## config.mk

```make
export PLATFORM = sky130hd
export DESIGN_NAME = gpr_wb_arbiter_flat
export DESIGN_NICKNAME = d
export VERILOG_FILES = /design/src/rtl/gpr_pkg.sv /design/src/rtl/gpr_wb_arbiter_if.sv /design/src/rtl/gpr_wb_arbiter_rr_pick.sv /design/src/rtl/gpr_wb_arbiter.sv /design/src/flat_wrapper.sv
export SDC_FILE = /design/constraint.sdc
export NUM_CORES = 1
export LEC_CHECK = 0
export ABC_AREA = 1
export CELL_PAD_IN_SITES_DETAIL_PLACEMENT = 0
export CELL_PAD_IN_SITES_GLOBAL_PLACEMENT = 1
export CORE_ASPECT_RATIO = 0.5
export CORE_UTILIZATION = 28
export CTS_CLUSTER_SIZE = 25
export DETAILED_ROUTE_END_ITERATION = 10
export PLACE_DENSITY = 0.92
export SLEW_MARGIN = 20
export SYNTH_ARGS = -nofsm -noshare
export SYNTH_HDL_FRONTEND = slang
export SYNTH_SLANG_ARGS = --single-unit
```

## constraint.sdc

```tcl
create_clock -name clk -period 2.9 [get_ports clk]
set_input_delay 0.58 -clock clk [delete_from_list [all_inputs] [get_ports clk]]
set_output_delay 0.58 -clock clk [all_outputs]
set_load 0.005 [all_outputs]
```

## src/rtl/gpr_pkg.sv

```systemverilog
// Shared types and defaults for the GPR writeback arbiter slice.
package gpr_pkg;

  localparam int GPR_ADDR_W   = 5;
  localparam int GPR_DATA_W   = 32;
  localparam int GPR_NUM_REQ  = 3;
  localparam int GPR_LOCK_MAX = 8;

  typedef enum logic {
    ARB_IDLE   = 1'b0,
    ARB_LOCKED = 1'b1
  } arb_state_t;

  // Round-robin successor of idx in a ring of n slots.
  function automatic int rr_next(input int idx, input int n);
    return (idx + 1 >= n) ? 0 : idx + 1;
  endfunction

endpackage

```

## src/rtl/gpr_wb_arbiter_if.sv

```systemverilog
// Writeback bus: requester side (valid/lock/dest/data/ready) plus the register-file write port.
interface gpr_wb_arbiter_if
  import gpr_pkg::*;
#(
  parameter int NUM_REQ = GPR_NUM_REQ,
  parameter int DATA_W  = GPR_DATA_W,
  parameter int ADDR_W  = GPR_ADDR_W
);

  logic [NUM_REQ-1:0]        req_valid;
  logic [NUM_REQ-1:0]        req_lock;
  logic [NUM_REQ*ADDR_W-1:0] req_dest;
  logic [NUM_REQ*DATA_W-1:0] req_data;
  logic [NUM_REQ-1:0]        req_ready;

  logic                      reg_write_en;
  logic [ADDR_W-1:0]         reg_write_dest;
  logic [DATA_W-1:0]         reg_write_data;

  modport master (
    output req_valid, req_lock, req_dest, req_data,
    input  req_ready, reg_write_en, reg_write_dest, reg_write_data
  );

  modport slave (
    input  req_valid, req_lock, req_dest, req_data,
    output req_ready, reg_write_en, reg_write_dest, reg_write_data
  );

endinterface

```

## src/rtl/gpr_wb_arbiter_rr_pick.sv

```systemverilog
// Combinational round-robin first-set finder: scans i_start, i_start+1, ... mod N.
module rr_pick #(
  parameter  int N     = 3,
  localparam int IDX_W = (N > 1) ? $clog2(N) : 1
) (
  input  logic [N-1:0]     i_req,
  input  logic [IDX_W-1:0] i_start,
  output logic [N-1:0]     o_gnt,
  output logic [IDX_W-1:0] o_idx,
  output logic             o_any
);

  int w_cand;

  // NOTE: every output gets a default before the loop, so no path leaves a
  // value unassigned and no latch is inferred.
  always_comb begin
    o_gnt  = '0;
    o_idx  = '0;
    o_any  = 1'b0;
    w_cand = 0;
    for (int k = 0; k < N; k++) begin
      w_cand = int'(i_start) + k;
      if (w_cand >= N) w_cand = w_cand - N;
      if (!o_any && i_req[w_cand]) begin
        o_any         = 1'b1;
        o_gnt[w_cand] = 1'b1;
        o_idx         = IDX_W'(w_cand);
      end
    end
  end

endmodule

```

## src/rtl/gpr_wb_arbiter.sv

```systemverilog
// Round-robin write-port arbiter with burst lock and registered register-file write stage.
// Optional macro GPR_WB_PERF_EN adds a saturating 16-bit stall_cnt output.
module gpr_wb_arbiter
  import gpr_pkg::*;
#(
  parameter int NUM_REQ  = GPR_NUM_REQ,
  parameter int DATA_W   = GPR_DATA_W,
  parameter int ADDR_W   = GPR_ADDR_W,
  parameter int LOCK_MAX = GPR_LOCK_MAX
) (
  input  logic               clk,
  input  logic               rst_n,
  gpr_wb_arbiter_if.slave    bus,
  output logic               locked
`ifdef GPR_WB_PERF_EN
  ,
  output logic [15:0]        stall_cnt
`endif
);

  localparam int PTR_W = $clog2(NUM_REQ);
  localparam int CNT_W = $clog2(LOCK_MAX + 1);

  if (NUM_REQ < 2 || NUM_REQ > 8) begin : g_bad_num_req
    $error("gpr_wb_arbiter: NUM_REQ must be within 2..8");
  end
  if (LOCK_MAX < 2) begin : g_bad_lock_max
    $error("gpr_wb_arbiter: LOCK_MAX must be at least 2");
  end

  arb_state_t         r_state, w_state_nxt;
  logic [PTR_W-1:0]   r_ptr, w_ptr_nxt;
  logic [PTR_W-1:0]   r_owner, w_owner_nxt;
  logic [CNT_W-1:0]   r_lock_cnt, w_lock_cnt_nxt;

  logic               r_wr_en;
  logic [ADDR_W-1:0]  r_wr_dest;
  logic [DATA_W-1:0]  r_wr_data;

  logic [NUM_REQ-1:0] w_rr_gnt;
  logic [PTR_W-1:0]   w_rr_idx;
  logic               w_rr_any;

  logic [NUM_REQ-1:0] w_gnt;
  logic [PTR_W-1:0]   w_gnt_idx;
  logic               w_accept;
  logic [ADDR_W-1:0]  w_sel_dest;
  logic [DATA_W-1:0]  w_sel_data;
  logic               w_do_write;

  rr_pick #(.N(NUM_REQ)) u_rr_pick (
    .i_req   (bus.req_valid),
    .i_start (r_ptr),
    .o_gnt   (w_rr_gnt),
    .o_idx   (w_rr_idx),
    .o_any   (w_rr_any)
  );

  always_comb begin
    w_state_nxt    = r_state;
    w_ptr_nxt      = r_ptr;
    w_owner_nxt    = r_owner;
    w_lock_cnt_nxt = r_lock_cnt;
    w_gnt          = '0;
    w_gnt_idx      = r_owner;
    unique case (r_state)
      ARB_IDLE: begin
        w_gnt     = w_rr_gnt;
        w_gnt_idx = w_rr_idx;
        if (w_rr_any) begin
          w_ptr_nxt = PTR_W'(rr_next(int'(w_rr_idx), NUM_REQ));
          if (bus.req_lock[w_rr_idx]) begin
            w_state_nxt    = ARB_LOCKED;
            w_owner_nxt    = w_rr_idx;
            w_lock_cnt_nxt = CNT_W'(1);
          end
        end
      end
      ARB_LOCKED: begin
        // Only the owner may be granted; ptr already points past it.
        w_gnt[r_owner] = bus.req_valid[r_owner];
        w_lock_cnt_nxt = r_lock_cnt + CNT_W'(1);
        if ((bus.req_valid[r_owner] && !bus.req_lock[r_owner]) ||
            (r_lock_cnt == CNT_W'(LOCK_MAX))) begin
          w_state_nxt    = ARB_IDLE;
          w_lock_cnt_nxt = '0;
        end
      end
      default: begin
        w_state_nxt    = ARB_IDLE;
        w_lock_cnt_nxt = '0;
      end
    endcase
  end

  // Handshake is forced low during reset even though the grant logic is combinational.
  assign bus.req_ready = w_gnt & {NUM_REQ{rst_n}};
  assign w_accept      = |w_gnt;
  assign w_sel_dest    = bus.req_dest[w_gnt_idx*ADDR_W +: ADDR_W];
  assign w_sel_data    = bus.req_data[w_gnt_idx*DATA_W +: DATA_W];
  // Writes to x0 complete the handshake but never reach the register file.
  assign w_do_write    = w_accept && (w_sel_dest != '0);

  // NOTE: sequential state uses non-blocking assignments and an asynchronous
  // active-low reset, so every flop updates from pre-edge values.
  always_ff @(posedge clk or negedge rst_n) begin
    if (!rst_n) begin
      r_state    <= ARB_IDLE;
      r_ptr      <= '0;
      r_owner    <= '0;
      r_lock_cnt <= '0;
    end else begin
      r_state    <= w_state_nxt;
      r_ptr      <= w_ptr_nxt;
      r_owner    <= w_owner_nxt;
      r_lock_cnt <= w_lock_cnt_nxt;
    end
  end

  always_ff @(posedge clk or negedge rst_n) begin
    if (!rst_n) begin
      r_wr_en   <= 1'b0;
      r_wr_dest <= '0;
      r_wr_data <= '0;
    end else begin
      r_wr_en <= w_do_write;
      if (w_do_write) begin
        r_wr_dest <= w_sel_dest;
        r_wr_data <= w_sel_data;
      end
    end
  end

  assign bus.reg_write_en   = r_wr_en;
  assign bus.reg_write_dest = r_wr_dest;
  assign bus.reg_write_data = r_wr_data;
  assign locked             = (r_state == ARB_LOCKED);

`ifdef GPR_WB_PERF_EN
  logic [15:0] r_stall_cnt;
  logic        w_stall;

  assign w_stall = |(bus.req_valid & ~bus.req_ready);

  always_ff @(posedge clk or negedge rst_n) begin
    if (!rst_n) begin
      r_stall_cnt <= '0;
    end else if (w_stall && (r_stall_cnt != 16'hFFFF)) begin
      r_stall_cnt <= r_stall_cnt + 16'd1;
    end
  end

  assign stall_cnt = r_stall_cnt;
`endif

endmodule
```

## src/flat_wrapper.sv

```systemverilog
// flat-port wrapper written by rule: the top's interface ports become plain ports
module gpr_wb_arbiter_flat import gpr_pkg::*;
#(
  parameter int NUM_REQ  = GPR_NUM_REQ,
  parameter int DATA_W   = GPR_DATA_W,
  parameter int ADDR_W   = GPR_ADDR_W,
  parameter int LOCK_MAX = GPR_LOCK_MAX
)
  (clk, rst_n, locked, bus_req_valid, bus_req_lock, bus_req_dest, bus_req_data, bus_req_ready, bus_reg_write_en, bus_reg_write_dest, bus_reg_write_data);
  gpr_wb_arbiter_if #(.NUM_REQ(NUM_REQ), .DATA_W(DATA_W), .ADDR_W(ADDR_W)) bus_i ();
  input  logic clk;
  input  logic rst_n;
  output logic locked;
  input wire logic [$bits(bus_i.req_valid)-1:0] bus_req_valid;
  input wire logic [$bits(bus_i.req_lock)-1:0] bus_req_lock;
  input wire logic [$bits(bus_i.req_dest)-1:0] bus_req_dest;
  input wire logic [$bits(bus_i.req_data)-1:0] bus_req_data;
  output wire logic [$bits(bus_i.req_ready)-1:0] bus_req_ready;
  output wire logic [$bits(bus_i.reg_write_en)-1:0] bus_reg_write_en;
  output wire logic [$bits(bus_i.reg_write_dest)-1:0] bus_reg_write_dest;
  output wire logic [$bits(bus_i.reg_write_data)-1:0] bus_reg_write_data;
  assign bus_i.req_valid = bus_req_valid;
  assign bus_i.req_lock = bus_req_lock;
  assign bus_i.req_dest = bus_req_dest;
  assign bus_i.req_data = bus_req_data;
  assign bus_req_ready = bus_i.req_ready;
  assign bus_reg_write_en = bus_i.reg_write_en;
  assign bus_reg_write_dest = bus_i.reg_write_dest;
  assign bus_reg_write_data = bus_i.reg_write_data;
  gpr_wb_arbiter #(.NUM_REQ(NUM_REQ), .DATA_W(DATA_W), .ADDR_W(ADDR_W), .LOCK_MAX(LOCK_MAX)) u_core (.clk(clk), .rst_n(rst_n), .bus(bus_i), .locked(locked));
endmodule
```

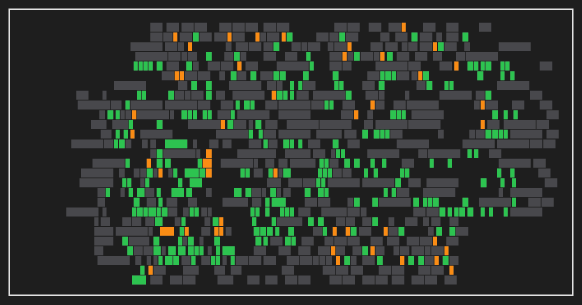
run_1/gates.png
Key: orange = nor cells [cells 46]; green = nand cells [cells 246]
logic share of the area: 35.4%
most used logic cell in the final layout: clkdlybuf4s50_1
tally of non-filler cells in the final layout: 822

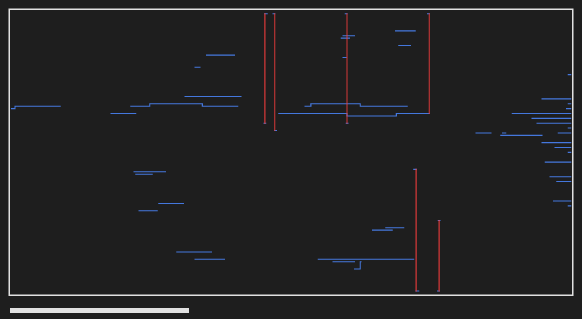
run_1/layers.png
Bar = 50 um. Two of the layers only.
Key: blue = M3 [wire length 363 um]; red = M4 [wire length 175 um]
total via count in the routed design: 4017
routed wirelength normalized by instance count: 14.2 um
total routed wirelength: 11600 um
GRT Overall Usage: 18.7%

==> datasheet_impl.txt, run 1 <==
Physical implementation characteristics

Parameter                              Value

Clocking
  Clk_lat worst skew .................. roughly 0.28 ns
  H-tree depth .................. 2
  CTS tree .................. built
  Worst-path clk slew .................. 0.07 ns
  TritonCTS Sinks .................. around 47
  Clk root buf .................. clkbuf_16

Critical path
  Worst path cell trace .................. clkdlybuf4s50_1 -> nand2_1 -> nand3_2 -> nand2_4 -> buf_4 -> o2111ai_1 -> o21ai_1 -> nor2_1 -> dlygate4sd2_1
  Data arrival time of the critical path .................. 2.18 ns
  Data required time at the worst endpoint .................. 2.32 ns
  Origin of the critical flop-to-flop path .................. u_core.r_ptr[1]$_DFFE_PN0P_
  Cell type group with the largest total delay on the critical path .................. buffers and inverters
  Critical path startpoint .................. bus_req_valid[1]
  Nature of the critical path endpoint .................. output port
  Largest stage delay on the critical path .................. 0.51 ns
  Crit Path Category .................. in2out
  Buffers & Inverters on Critical Path .................. 3
  Startpoint kind of the worst setup timing path .................. input pin

GRT
  Pin count of the biggest net entering global routing .................. 48
  Via count of the first global-routing pass .................. 3741
  Global-route wire length before repair .................. about 19000 um
  Total congestion overflow after global routing .................. 0

Placement
  Port buffer count .................. 160
  Placer Congestion .................. 0.810
  Pre-CTS setup slack .................. -0.257 ns
  Half-perimeter wire length after placement .................. 8910 um

Synth
  Dominant synthesized flop cell .................. dfrtp_1
  Count of library flops with an enable pin .................. 0
  Async S/R FF share, synth .................. 100%
  Number of nets at floorplan .................. about 600
  Seq/Total Area, Yosys .................. 34.9%
  Post-Synthesis Mean Instance Area .................. 6.84 sq um
  Cell count after synthesis .................. 493
  # Cells Yosys .................. ~500

Floorplanning
  Core ar. .................. approximately 11000 sq um
  Row count .................. 27
  Die H .................. 79.6 um
  Chip footprint .................. 12500 sq um
  Init Core Util .................. between 20 and 30%
  Floorplan die width .................. 157 um

Finish
  Layout overhead on the synthesized area .................. 64.6%
  Number of nets in the layout .................. 788
  Layout cell share with drive strength beyond 1 .................. 11.3%
  Fin area .................. between 5000 and 6000 sq um

Final timing
  Actual transition at the worst max-transition pin .................. 0.754 ns
  Minimum hold slack .................. 0.450 ns
  Number of endpoints with negative hold slack in the final report .................. 0
  Highest attainable clock frequency .................. 363 MHz
  Fin crit period .................. approximately 2.8 ns
  Number of pins exceeding their max-slew limit in the final report .................. 0
  Post-layout period usage of the worst path .................. 95.0%
  Rel. slew slack .................. about half
  Setup Viol. Count Final .................. 0

Pwr
  Sw frac .................. 48.4%
  Share of power burned in combinational logic .................. roughly three quarters
  Reported net switching power .................. 3.86 mW
  Part of the total power dissipated in sequential elements .................. 15.5%
  Post-layout total power .................. ~8 mW
  Cell internal pwr .................. between 4 and 5 mW
  Highest ir drop seen on vdd .................. 575 uV
  Leak Pwr .................. ~2.5 nW
  PwrDens .................. 1440 nW/um^2
  Part of the power in the clock network .................. under 10%

Worst hold path
  Kind of path behind the tightest hold check .................. in2async

Status
  Result of the run .................. finished, final reports clean

Route
  Number of DRC markers after the initial detailed-route iteration .................. between 200 and 300
  Detailed-router iteration count before antenna repair .................. 5
  Final ANT Viol Nets .................. 0
  Vias per cell .................. 4.89
  Residual DRC count .................. 0

Job
  Max-cap violations .................. 0
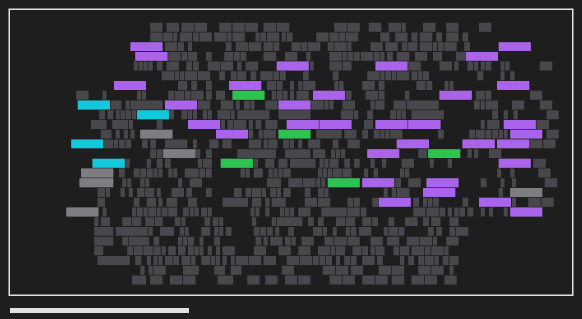
run_1/ff_map.png
Bar = 50 um. Other sequential cells in the stronger gray, the rest of the logic in the fainter gray.
Key: green = `u_core.bus.reg_write_dest` [placed flops 5, where middle]; purple = `u_core.bus.reg_write_data` [placed flops 32]; cyan = `u_core.r_lock_cnt` [placed flops 4, where left middle]
Another 6 sequential cells are not colored.
sequential cell area: 1180 sq um
Post-Route Utilization: 48.9%

run 1: synth_stat cells, types with 6 or more instances:
library cell	instances	area [sq um]
clkbuf_1	10	37.5
a21oi_1	33	165
buf_2	15	75.1
ha_1	6	75.1
nand2_1	133	499
nor2_1	42	158
dfrtp_1	47	1180
o21ai_0	13	65.1
o31ai_1	32	240
inv_1	23	86.3
nand2_2	6	37.5
nand3_1	100	500
run 1: sequential cells by signal (all words and copies together), names as in the netlist:
signal	count
u_core.locked	1
u_core.r_owner	2
u_core.bus.reg_write_en	1
u_core.bus.reg_write_data	32
u_core.r_ptr	2
u_core.r_lock_cnt	4
u_core.bus.reg_write_dest	5
run 1: cells in the final DEF, fill, tap and decap left out, types with 11 or more instances in the layout:
master,count
nand3_1,100
dfrtp_1,46
o31ai_1,32
nor2_1,42
buf_4,29
inv_1,20
clkdlybuf4s50_1,154
a21oi_1,33
o21ai_0,11
nand2_1,130
run 1: kinds of logic (layout without fill, tap and decap cells):
family,Yosys count,after routing,synth area share [%]
simple gates,292,292,38.2
compound gates,85,85,15.8
buf+inv,61,231,8.46
flops,47,47,34.9
fa+ha+maj,6,6,2.23
xor+xnor,2,2,0.519
run 1: power groups by stage:
stage	clock network, mW	logic (mW)	registers [mW]
finish	0.634	6.12	1.24
global placement	0	5.95	1.23
CTS	0.654	6.07	1.24
floorplan	0	3.85	1.25
detailed placement	0	6.01	1.24
global route	0.686	6.86	1.28
run 1: path summary, 6_finish.rpt:
kind | depth (start not counted) | to | slack, ns
setup / recovery | 9 | bus_req_ready[0] | 0.14
hold / removal | 2 | u_core.bus.reg_write_data[24]$_DFFE_PN0P_ | 0.45
setup reg to reg | 20 | u_core.bus.reg_write_data[31]$_DFFE_PN0P_ | 0.23
hold reg to reg | 2 | u_core.bus.reg_write_data[10]$_DFFE_PN0P_ | 0.47
max in group asynchronous | 2 | u_core.r_ptr[1]$_DFFE_PN0P_ | 2.01
min in group clk | 2 | u_core.bus.reg_write_data[10]$_DFFE_PN0P_ | 0.47
run 1: routing by layer:
metal,global-route usage (%),routed length (um)
met1,23.5,5160
met2,33.6,5950
met3,3.64,363
met4,3.30,175
met5,0,0
run 1: final cells by class:
class                           instances  area, sq um
Clock buffer                            6          129
Inverter                               28          108
Fill cell                            1098         5800
Timing Repair Buffer                  196         1940
Tap cell                              159          199
Clock inverter                          1         30.0
Sequential cell                        47         1180
Multi-Input combinational cell        385         1970
run 1: repair_timing:
action                     CTS  global route
buffers inserted             0             2
hold buffers                 0             0
pin swaps                    2             5
hold endpoints to repair     0             0
gates resized               13            13
setup endpoints to repair    3            41
run 1: per-stage QoR:
stage | std cells | TNS, ns | util [%]
after floorplan | 493 | 0 | -
after global placement | 813 | -7.24 | 46.9
after detailed placement | 813 | -7.75 | 46.9
after CTS | 820 | -0.144 | 48.5
after global routing | 822 | -0.0360 | 48.9
final | 822 | 0 | 48.9
run_1/class_map.png
Bar = 50 um.
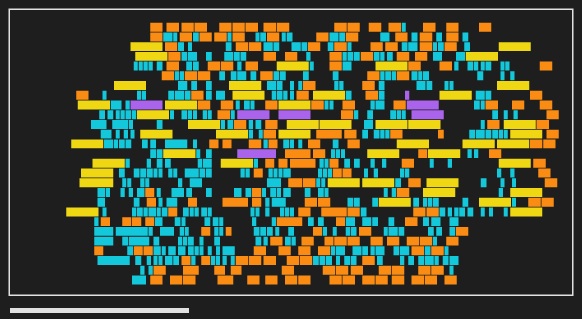

==> inputs of run 2 (changes only) <==
Settings changed: CORE_UTILIZATION 28 to 29, CTS_BUF_LIST set to sky130_fd_sc_hd__clkbuf_4 sky130_fd_sc_hd__clkbuf_8, PLACE_DENSITY 0.92 to 0.95.
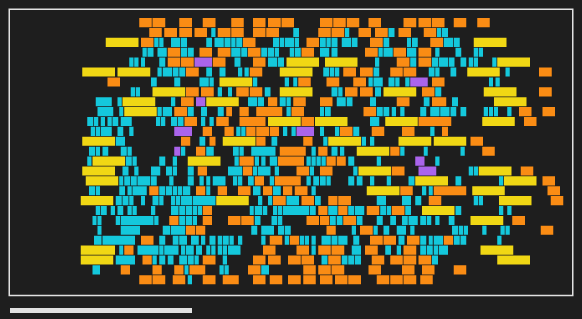
run_2/class_map.png
Bar = 50 um.
Key: yellow = registers [cells 47]; orange = remaining buffers and delay cells [cells 209]; cyan = remaining logic cells [cells 414]; purple = clock drivers and dummy loads [cells 8]
Post-Route Utilization: 50.6%
fin area: 5640 sq um
row count: 27

==> run 2 against run 1 <==
Against the previous run: wire length rose by 3.0%; count of clock-buffer cells in the layout up 1; maximum frequency about the same; clock skew increased by 0.0022 ns; clock power decreased by 35%; sequential share of layout area fell by 0.33 points; hold slack lost 0.020 ns; highest routed layer unchanged; first-iteration DRC count is 5.1% lower; setup slack got worse by 0.0026 ns; critical path type is now reg2out; critical path depth grew 3; non-clock buffer count increased by 13; utilization is 1.7 points higher.
==> datasheet_impl.txt, run 2 <==
Physical implementation characteristics

Parameter                              Value

Status
  Result of the run .................. finished, final reports clean

Finish
  Commonest cells after routing, fill and taps aside .................. clkdlybuf4s50_1, nand2_1, nand3_1
  Layout overhead on the synthesized area .................. 67.2%
  Inserted Diodes .................. 0
  Flip-flop count of the largest register after layout .................. 32
  Layout cell share with drive strength beyond 1 .................. 14.0%
  Most used logic cell in the final layout .................. clkdlybuf4s50_1
  Number of nets in the layout .................. 802

Synth
  Seq/Total Area, Yosys .................. about a third
  Count of library flops with an enable pin .................. 0
  Area of the mapped netlist .................. approximately 3400 sq um
  # Cells Yosys .................. roughly 490
  Synthesis area per yosys .................. 3370 sq um
  Async S/R FF share, synth .................. 100%
  Leading post-synthesis cells by instance count .................. nand2_1, nand3_1, dfrtp_1
  Number of nets at floorplan .................. between 600 and 700
  Dominant synthesized flop cell .................. dfrtp_1
  Most frequent cell after synthesis .................. nand2_1
  Seq cells post-synth .................. 47
  Largest type area fraction .................. 34.9%
  Most area-hungry cell type in the Yosys netlist .................. dfrtp_1
  Post-Synthesis Mean Instance Area .................. approximately 7 sq um
  Yosys synthesis warning count .................. 0
  Biggest area cells .................. dfrtp_1, nand3_1, nand2_1
  Cell count after synthesis .................. 493
  Number of library cell types mapped by synthesis .................. 29

Floorplanning
  Init Core Util .................. a little under a third
  Chip footprint .................. 12100 sq um
  Ports placed on the boundary .................. 161
  Die H .................. 78.3 um
  Floorplan die width .................. 155 um
  Core ar. .................. 11100 sq um

Pwr
  PwrDens .................. 1500 nW/um^2
  Leak Pwr .................. 2.58 nW
  Highest ir drop seen on vdd .................. 648 uV

Critical path
  Worst path cell trace .................. ha_4 -> inv_2 -> nand2_1 -> nand3_1 -> nand2_2 -> nand2_2 -> nor2_4 -> nand2_1 -> nand3_1 -> o21ai_1 -> nor2_1 -> clkdlybuf4s15_1
  Startpoint kind of the worst setup timing path .................. flip-flop
  Critical path's slowest cell .................. dfrtp_2
  Reg2Reg Capture Point .................. u_core.bus.reg_write_data[13]$_DFFE_PN0P_
  Nature of the critical path endpoint .................. output port
  Data arrival time of the critical path .................. 2.18 ns
  Largest stage delay on the critical path .................. 0.44 ns
  Peak fanout along the critical path .................. 6
  Origin of the critical flop-to-flop path .................. u_core.r_ptr[1]$_DFFE_PN0P_
  Cell type group with the largest total delay on the critical path .................. simple AND/OR/NAND/NOR gates
  Buffers & Inverters on Critical Path .................. 2
  Critical path startpoint .................. u_core.r_ptr[1]$_DFFE_PN0P_
  Reg-to-reg slack, setup .................. 0.17 ns
  Depth of the worst register-to-register path .................. 17
  Crit Path Category .................. reg2out
  Data required time at the worst endpoint .................. 2.32 ns

Placement
  Port buffer count .................. 160
  Half-perimeter wire length after placement .................. 8970 um
  Standard cell area after detailed placement .................. 5340 sq um
  Placer Congestion .................. 0.850

Clocking
  Clk root buf .................. clkbuf_8
  Bufs on Longest Clock Path .................. 2
  CTS tree .................. built
  CTS hold repair buffers .................. 0
  TritonCTS Sinks .................. 47
  H-tree depth .................. 2
  Number of CTS-inserted buffers .................. 5
  Worst-path clk slew .................. 0.09 ns
  Clk_lat worst skew .................. approximately 0.31 ns

Route
  Number of DRC markers after the initial detailed-route iteration .................. 260
  Total routed wirelength .................. 12000 um
  Routed wirelength normalized by instance count .................. 14.6 um
  Final ANT Viol Nets .................. 0
  Residual DRC count .................. 0
  Total via count in the routed design .................. ~4000
  Vias per cell .................. approximately 4.9
  Detailed-router iteration count before antenna repair .................. 5

Final timing
  Number of endpoints with negative hold slack in the final report .................. 0
  Post-layout period usage of the worst path .................. a little over nine tenths
  Setup TNS Final .................. 0 ns
  Highest attainable clock frequency .................. 363 MHz
  Rel. slew slack .................. between 40% and 50%
  Clock skew .................. 0.00879 ns
  Actual transition at the worst max-transition pin .................. about 0.8 ns
  Fin crit period .................. around 2.8 ns
  Number of pins exceeding their max-slew limit in the final report .................. 0
  Setup Viol. Count Final .................. 0

GRT
  Global-route wire length before repair .................. 18700 um
  GRT Overall Usage .................. 19.1%
  Initial antenna violation count .................. 0
  Via count of the first global-routing pass .................. 3850
  Total congestion overflow after global routing .................. 0
  Pin count of the biggest net entering global routing .................. 48

Job
  Max-cap violations .................. 0
  Count of tool warnings .................. 30

Worst hold path
  Kind of path behind the tightest hold check .................. in2async
-- run 2: cell types whose count changed in the layout (fill, tap and decap cells not counted), sizes merged --
cell / delta
bufinv: -1
buf: +11
clkdlybuf4s15: +2
nand3: +1
clkbuf: +3
dlygate4sd2: -2
clkinv: +1
-- run 2: routing by layer --
layer  up-vias  global-route usage (%)  part of all wire (%)
met5         -                       0                     0
met4         0                    5.84                   2.0
met1      1921                    24.1                    45
met2        76                    34.3                    51
met3        21                    2.10                   2.9
li1       2033                       -                     -
-- run 2: worst reg2reg max path, stage by stage (launching register included) --
cell       delay [ns]
dfrtp_2          0.44
ha_4             0.31
inv_2            0.07
nand2_1          0.06
nand3_1          0.10
nand2_2          0.11
nand4_1          0.27
nand3_4          0.24
nand2_8          0.09
nand2_1          0.11
nand3_2          0.09
nand2_2          0.09
nand3_2          0.10
o21bai_4         0.21
buf_12           0.15
clkbuf_16        0.15
nand2_1          0.05
nand2_1          0.05
-- run 2: cell type report --
class | instances | area (sq um)
inverters | 28 | 108
flip-flops and latches | 47 | 1180
multi-input cells | 386 | 2020
clock buffers | 7 | 83.8
fillers | 1069 | 5510
clock inverters | 1 | 5.00
repair buffers | 209 | 2070
well taps | 145 | 181
-- run 2: through the flow --
step / setup slack, ns / hold slack [ns] / instances / power [mW]
4_1_cts: 0.00997 / 0.434 / 817 / 7.79
3_5_place_dp: -0.234 / 0.458 / 808 / 7.31
6_report: 0.142 / 0.430 / 823 / 8.45
5_1_grt: -0.0105 / 0.462 / 823 / 9.29
3_3_place_gp: -0.223 / 0.454 / 808 / 7.23
2_1_floorplan: 0.515 / 0.284 / 493 / 5.10
-- run 2: worst max path at each step --
| stage | to | cells after the start |
|---|---|---|
| after global placement | u_core.bus.reg_write_data[22]$_DFFE_PN0P_ | 16 |
| after floorplan | u_core.bus.reg_write_data[1]$_DFFE_PN0P_ | 20 |
| after detailed placement | u_core.bus.reg_write_data[22]$_DFFE_PN0P_ | 16 |
| after global routing | u_core.bus.reg_write_data[28]$_DFFE_PN0P_ | 20 |
| final | bus_req_ready[1] | 12 |
| after CTS | bus_req_ready[2] | 13 |
-- run 2: logic make-up after synthesis --
kind of cell | share of synthesized area (%)
adder cells (fa/ha/maj) | 2.23
AND-OR/OR-AND | 15.8
XOR/XNOR | 0.519
AND/OR/NAND/NOR | 38.2
buffers and inverters | 8.46
flip-flops | 34.9
-- run 2: timing repair --
action / in CTS / in global routing
gates resized: 9 / 27
cloned: 0 / 5
setup endpoints to repair: 3 / 41
pin swaps: 2 / 6
setup buffers: 1 / 1
-- run 2: power by group --
part           internal [mW]  leakage (nW)  switching, mW
sequential              1.05         0.578          0.185
combinational           3.12          1.95           3.68
clock                  0.188        0.0491          0.226
run_2/congestion_map.png
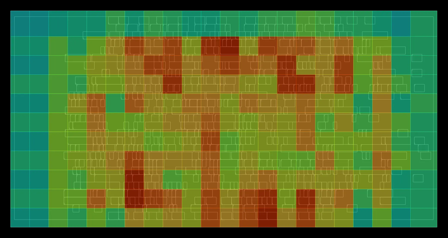

==> inputs of run 3 (changes only) <==
Settings changed: ABC_AREA 1 to 0, CORE_UTILIZATION 29 to 31, PLACE_DENSITY 0.95 to 0.94.
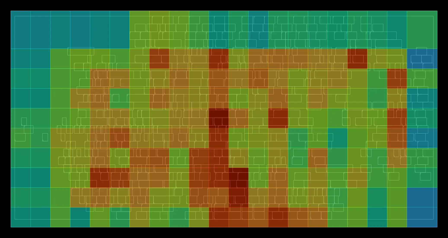
run_3/congestion_map.png
busiest metal layer after global routing: met2
met3 global-route usage: 2.79%
routed wirelength normalized by instance count: 16.1 um
GR Util met1: 23.3%

==> run 3 against run 2 <==
Against the previous run: the run now ends with setup timing left; global-route usage fell by 0.84 points; area after synthesis shrank 1.3%; die size decreased by 7.5%; power shrank 9.9%; design area rose by 0.82%; first-iteration DRC count down 45%; highest routed layer unchanged.
==> datasheet_impl.txt, run 3 <==
Physical implementation characteristics

Parameter                              Value

Critical path
  Largest stage delay on the critical path .................. 0.40 ns
  Cell type group with the largest total delay on the critical path .................. AND-OR/OR-AND gates
  Critical path's slowest cell .................. dfrtp_1
  Nature of the critical path endpoint .................. flip-flop
  Stages on the worst setup path .................. 13
  Data arrival time of the critical path .................. between 3 and 4 ns
  Buffers & Inverters on Critical Path .................. 4
  Origin of the critical flop-to-flop path .................. u_core.r_ptr[0]$_DFFE_PN0P_
  Most numerous cell on the critical path .................. buf_4
  Depth of the worst register-to-register path .................. 13
  Startpoint kind of the worst setup timing path .................. flip-flop
  Data required time at the worst endpoint .................. just over 3 ns
  Crit Path Category .................. reg2reg
  Peak fanout along the critical path .................. 12
  Critical path startpoint .................. u_core.r_ptr[0]$_DFFE_PN0P_
  Worst path cell trace .................. buf_4 -> ha_4 -> buf_4 -> nand3b_1 -> o211a_1 -> o31a_1 -> o31a_4 -> buf_4 -> mux2i_1 -> or2_1 -> a41o_4 -> clkbuf_16 -> mux2_4

Clocking
  Clk_lat worst skew .................. 0.31 ns
  CTS tree .................. built
  Bufs on Longest Clock Path .................. 2
  TritonCTS Sinks .................. ~47
  Worst-path clk slew .................. ~0.1 ns
  H-tree depth .................. 2
  CTS hold repair buffers .................. 0
  Number of CTS-inserted buffers .................. 5
  Clk root buf .................. clkbuf_8

Synth
  Seq cells post-synth .................. 47
  Seq/Total Area, Yosys .................. 35.3%
  # Cells Yosys .................. 331
  Cell count after synthesis .................. 331
  Number of library cell types mapped by synthesis .................. 60
  Largest type area fraction .................. 35.3%
  Count of library flops with an enable pin .................. 0
  Area of the mapped netlist .................. 3330 sq um
  Async S/R FF share, synth .................. 100%
  Yosys synthesis warning count .................. 0
  Leading post-synthesis cells by instance count .................. dfrtp_1, nand2_1, mux2i_1
  Dominant synthesized flop cell .................. dfrtp_1
  Synthesis area per yosys .................. approximately 3300 sq um
  Most area-hungry cell type in the Yosys netlist .................. dfrtp_1
  Number of nets at floorplan .................. 456
  Biggest area cells .................. dfrtp_1, mux2i_1, mux2_4
  Post-Synthesis Mean Instance Area .................. 10.1 sq um

Final timing
  Post-layout period usage of the worst path .................. 109%
  Highest attainable clock frequency .................. 315 MHz
  Minimum hold slack .................. 0.468 ns
  Actual transition at the worst max-transition pin .................. 0.711 ns
  Unrepaired setup endpoints after global routing .................. true
  Fin crit period .................. 3.17 ns
  Setup Viol. Count Final .................. 36
  Clock skew .................. 0.0131 ns
  Number of endpoints with negative hold slack in the final report .................. 0
  Rel. slew slack .................. 52.0%
  Final critical-path setup slack .................. -0.274 ns
  Number of pins exceeding their max-slew limit in the final report .................. 0
  Setup TNS Final .................. -8.13 ns

Floorplanning
  Ports placed on the boundary .................. 161
  Floorplan die width .................. 149 um
  Chip footprint .................. 11200 sq um
  Init Core Util .................. roughly 32%
  Core ar. .................. between 10000 and 15000 sq um
  Die H .................. 75.3 um
  Row count .................. 26

Finish
  Commonest cells after routing, fill and taps aside .................. clkdlybuf4s50_1, buf_4, nand2_1
  Inserted Diodes .................. 0
  Number of nets in the layout .................. 659
  Most used logic cell in the final layout .................. clkdlybuf4s50_1
  Sequential cell area .................. between 1000 and 1500 sq um
  Fill cell total of the finished layout .................. approximately 900
  Layout cell share with drive strength beyond 1 .................. between 20% and 30%
  Fin area .................. ~5700 sq um
  Logic area .................. 2090 sq um
  Flip-flop count of the largest register after layout .................. 32
  Post-Route Utilization .................. 55.1%
  Layout overhead on the synthesized area .................. 70.8%

Route
  Detailed-router iteration count before antenna repair .................. 4
  Number of DRC markers after the initial detailed-route iteration .................. around 140
  Total via count in the routed design .................. roughly 3200
  Vias per cell .................. 4.81
  Final ANT Viol Nets .................. 0
  Total routed wirelength .................. 10900 um
  Residual DRC count .................. 0

Placement
  Standard cell area after detailed placement .................. 5320 sq um
  Half-perimeter wire length after placement .................. between 8000 and 9000 um
  Port buffer count .................. 160
  Placer Congestion .................. 0.846

GRT
  Pin count of the biggest net entering global routing .................. 48
  Global-route wire length before repair .................. between 15000 and 20000 um
  Total congestion overflow after global routing .................. 0
  GRT Overall Usage .................. 18.2%
  Via count of the first global-routing pass .................. 3167
  Initial antenna violation count .................. 0

Job
  Count of tool warnings .................. 33
  Max-cap violations .................. 0

Pwr
  Highest ir drop seen on vdd .................. 739 uV
  Leak Pwr .................. about 2.6 nW
  PwrDens .................. 1340 nW/um^2

Worst hold path
  Kind of path behind the tightest hold check .................. in2async

Status
  Result of the run .................. complete, but fails checks
  Failing checks .................. setup timing
run 3: cell types whose count changed after synthesis, sizes merged, moves of 31 or more:
cell	before	now
mux2	0	33
mux2i	0	41
nand2	141	47
nand3	104	2
nor2	43	12
o31ai	32	1
run 3: path summary, 6_finish.rpt:
check                                                             to  slack (ns)
max                        u_core.bus.reg_write_data[27]$_DFFE_PN0P_       -0.27
min                        u_core.bus.reg_write_data[20]$_DFFE_PN0P_        0.47
max reg2reg                u_core.bus.reg_write_data[27]$_DFFE_PN0P_       -0.27
min reg2reg                 u_core.bus.reg_write_dest[2]$_DFFE_PN0P_        0.48
max in group asynchronous                u_core.r_ptr[1]$_DFFE_PN0P_        1.97
min in group clk            u_core.bus.reg_write_dest[2]$_DFFE_PN0P_        0.48
run 3: cell type report:
type	instances	area share [%]
Timing Repair Buffer	216	36.5
Tap cell	140	3.08
Clock buffer	6	1.45
Inverter	13	0.858
Sequential cell	47	20.7
Multi-Input combinational cell	251	36.8
Clock inverter	2	0.682
run 3: power by group:
| group | internal (mW) | switching [mW] |
|---|---|---|
| clock network | 0.284 | 0.243 |
| registers | 1.03 | 0.221 |
| logic | 3.41 | 2.43 |
| total | 4.73 | 2.89 |
run 3: through the flow:
step / cells / total power, mW / setup WS, ns
5_1_grt: 675 / 8.12 / -0.362
3_5_place_dp: 658 / 6.36 / -0.697
2_1_floorplan: 331 / 4.69 / -0.265
6_report: 675 / 7.62 / -0.274
3_3_place_gp: 658 / 6.24 / -0.574
4_1_cts: 669 / 7.02 / -0.237
run 3: timing repair:
action	in CTS	in global routing
gates resized	17	25
endpoints found under the hold margin	0	0
endpoints found under the setup margin	39	39
buffers inserted	3	4
pin swaps	6	7
gates cloned	0	3
run 3: kinds of logic after synthesis:
group           after synthesis  synth area share (%)
compound gates               83                  16.8
flops                        47                  35.3
xor+xnor                      1                 0.263
mux                          74                  26.8
fa+ha+maj                     6                  2.25
buf+inv                      34                  6.16
simple gates                 86                  12.4
run 3: routing by layer:
metal	vias to the layer above	global-route usage [%]	routed length [um]
met5	-	0	0
met1	1570	23.3	4720
met3	17	2.79	440
met4	0	5.04	173
met2	75	32.7	5520
li1	1587	-	-
Power and IR drop assume default switching activity.
